Run 1, M2 wires:
(3 px per µm)
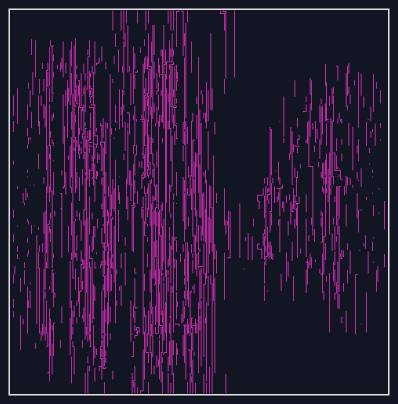
Run 1, cell area per tile:
(3 px per µm) 13 x 13 tiles, from black (low) to pale yellow (high), 0 to 100% covered.
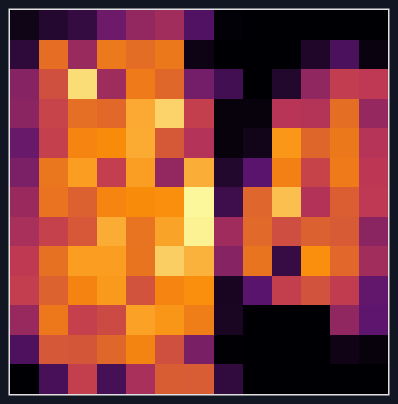
Run 1, the clock network:
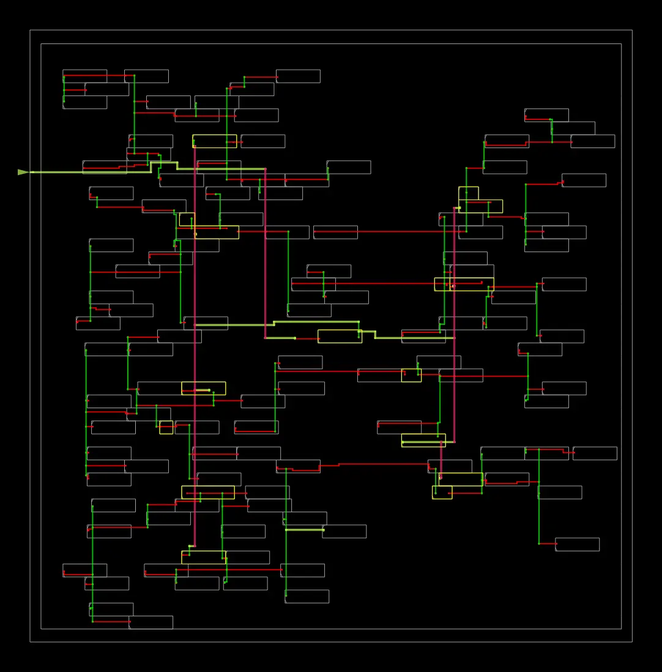
Run 1, register map, names as in the netlist:
(3 px per µm)
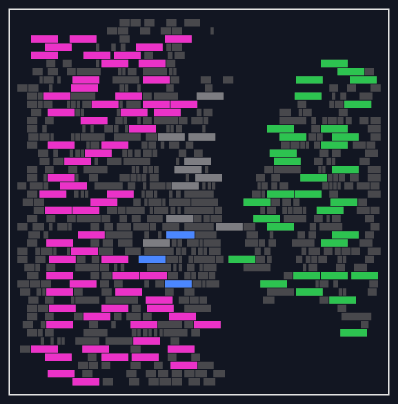
==> config.mk <==
export PLATFORM = sky130hd
export DESIGN_NAME = ast_symbol_downsizer
export DESIGN_NICKNAME = d
export VERILOG_FILES = /design/src/rtl/ast_symbol_downsizer.sv
export SDC_FILE = /design/constraint.sdc
export NUM_CORES = 1
export LEC_CHECK = 0
export CORE_AREA = 2 2 124 126
export DETAILED_ROUTE_END_ITERATION = 10
export DIE_AREA = 0 0 126 128
export GPL_TIMING_DRIVEN = 0
export PLACE_DENSITY = 0.64
export SYNTH_ARGS = -nofsm -noshare
export SYNTH_HDL_FRONTEND = slang
export SYNTH_SLANG_ARGS = --single-unit
==> constraint.sdc <==
create_clock -name main_clk_i -period 2.3 [get_ports main_clk_i]
set_input_delay 0.69 -clock main_clk_i [delete_from_list [all_inputs] [get_ports main_clk_i]]
set_output_delay 0.69 -clock main_clk_i [all_outputs]
set_load 0.05 [all_outputs]
==> GITHUB_STEP_SUMMARY, run 1 <==
## PnR job results

| Metric | Value |
|---|---|
| Synth Area in Simple Gates | 0.169 |
| Layout Nets | about 670 |
| RSZ-0062 raised after global routing | yes |
| Distinct cells, synth | 38 |
| Outcome | finished with violations |
| Cell area leaders | dfrtp_1 53%, a22o_1 6.9%, nand2_1 5.6% |
| Synth Area in Compound Gates | 0.0966 |
| Largest cell class by area | flip-flops and latches |
| Failing checks | negative setup slack |
| Top post-synthesis cells by count | 109 x dfrtp_1, 76 x nand2_1, 41 x nand3_1, 40 x a22o_1, 26 x xnor2_1 |
| Final setup violation count | 12 |
| Met3 wire length | 756 µm |
| Vias per inst | between 5 and 6 |
| Arr. time, crit path | just over 2 ns |
| Gate Area | between 2000 and 2500 µm² |
| Int Power | roughly 5.3 mW |
| Final Worst Setup Slack | -0.409 ns |
| Finished Cell Area | 7330 µm² |
| Post-DRT Antenna Nets | 0 |
| Post-CTS resize count | 169 |
| CP peak stage delay | between 0.5 and 0.6 ns |
| Filler cells | 1,380 |
| HP Class | in2async |
| Total net switching power | ~3.2 mW |
About 'M2 wires':
- nets with wire on the layer: 579
- longest straight run: 67.3 µm
drt total wl: 14.2 mm
M2 GR Usage: 0.319
via count: 4,039

About 'cell area per tile':
- nearly empty tiles: 15%
- tiles over 75% full: 14%
- emptiest ninth of the die: bottom right
- fullest tile: 98%
- mean over tiles: 44%
final core occ: 0.493
CORE AREA: 14,900 µm²
fp_density: 0.344

About 'the clock network':
clkbuf count: 9
Max Clock Skew: 0.00695 ns
CTS buffer count: 9
Sink Count: 109

About 'register map, names as in the netlist':
- hold_q: magenta (placed flops 64)
- pkt_cnt_o: green (placed flops 32)
- idx_q: blue (placed flops 3)
flop share of the area: 0.372
Sequential cell area: 2730 µm²

==> run 2: changes to the inputs <==
--- a/config.mk
+++ b/config.mk
@@ -5,11 +5,12 @@
 export SDC_FILE = /design/constraint.sdc
 export NUM_CORES = 1
 export LEC_CHECK = 0
-export CORE_AREA = 2 2 124 126
+export CORE_AREA = 2 2 143 110
 export DETAILED_ROUTE_END_ITERATION = 10
-export DIE_AREA = 0 0 126 128
+export DIE_AREA = 0 0 145 112
 export GPL_TIMING_DRIVEN = 0
 export PLACE_DENSITY = 0.64
 export SYNTH_ARGS = -nofsm -noshare
 export SYNTH_HDL_FRONTEND = slang
 export SYNTH_SLANG_ARGS = --single-unit
+export TNS_END_PERCENT = 50
==> GITHUB_STEP_SUMMARY, run 2 <==
## PnR job results

| Metric | Value |
|---|---|
| Root buf cell | clkbuf_16 |
| Failing checks | negative setup slack |
| Filler cells | 1,354 (-1.9%) |
| Total net switching power | 3.14 mW (-1.6%) |
| Finished Cell Area | 7350 µm² (+0.36%) |
| Sequential cell area | 2730 µm² (unchanged) |
| Met3 wire length | 1.06 mm (+40%) |
| Arr. time, crit path | 1.96 ns (-0.06 ns) |
| CORE AREA | 14,900 µm² (+0.13%) |
| Worst hold margin | 0.382 ns |
| RSZ-0062 raised after global routing | yes |
| HP Class | in2async |
| Sink Count | 109 (unchanged) |
| Tapcell Cnt | 205 |
| Vias per inst | 5.02 (-2.6%) |
| Fp_density | 0.344 (-0.000434) |
| CTS Buffer Depth | 2 |
| Int Power | 5.32 mW (+1.1%) |
| Cell area leaders | dfrtp_1 53%, a22o_1 6.9%, nand2_1 5.6% |
| Max_cap viols | 0 |
| Synth flops | 109 |
| Largest cell class by area | flip-flops and latches |
| Clkbuf count | 9 (unchanged) |
| Final Worst Setup Slack | -0.353 ns (+0.0553 ns) |
| Synth Area in Compound Gates | 0.0966 (unchanged) |
| Gate Area | 2390 µm² (+0.21%) |
| Flop share of the area | 0.371 (-0.00133) |
| Logic share of the area | 0.325 |
| Outcome | finished with violations |
| CP peak stage delay | 0.48 ns (-0.06 ns) |
| Final core occ | 0.494 (+0.00114) |
| Top post-synthesis cells by count | 109 x dfrtp_1, 76 x nand2_1, 41 x nand3_1, 40 x a22o_1, 26 x xnor2_1 |
| Layout Nets | 666 (-0.60%) |
| Most common cell in the synthesized netlist | dfrtp_1 |
| Largest vdd supply drop | 521 µV |
| Slew HR | 0.528 |
| Distinct cells, synth | 38 (unchanged) |
| Tool Warnings | 31 |
| CTS buffer count | 9 (unchanged) |
| Buffer and inverter count on the worst path | 3 |
| Post-CTS resize count | 146 (-14%) |
| Final setup violation count | 12 (unchanged) |
Run 2, M2 wires:
(2 px per µm)
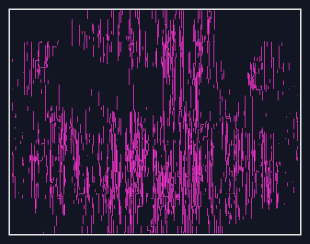
- wire length on this layer: 6,590 µm
- longest straight run: 45.3 µm
- share of all routed wire: 45%
- nets with wire on the layer: 573
drt total wl: 14.6 mm
via count: 4,000
M2 GR Usage: 0.277

Run 2, the clock network:
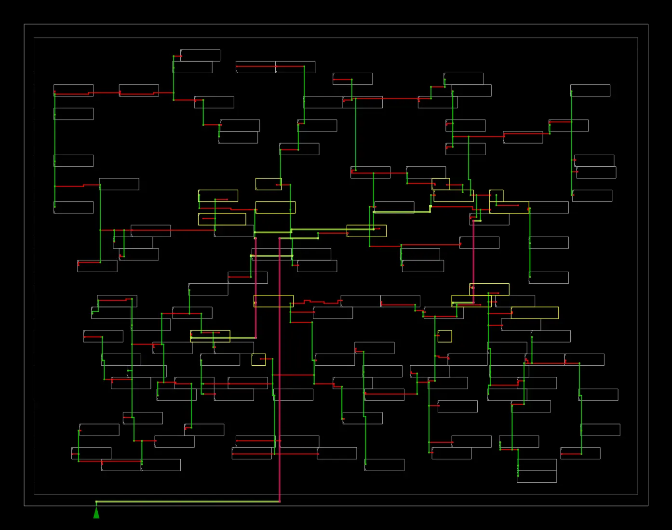
worst skew pair latency: 0.34 ns
sequential cell count: 109
Clock net power: 1.75 mW
Max Clock Skew: 0.0128 ns

Power and IR drop assume default switching activity.
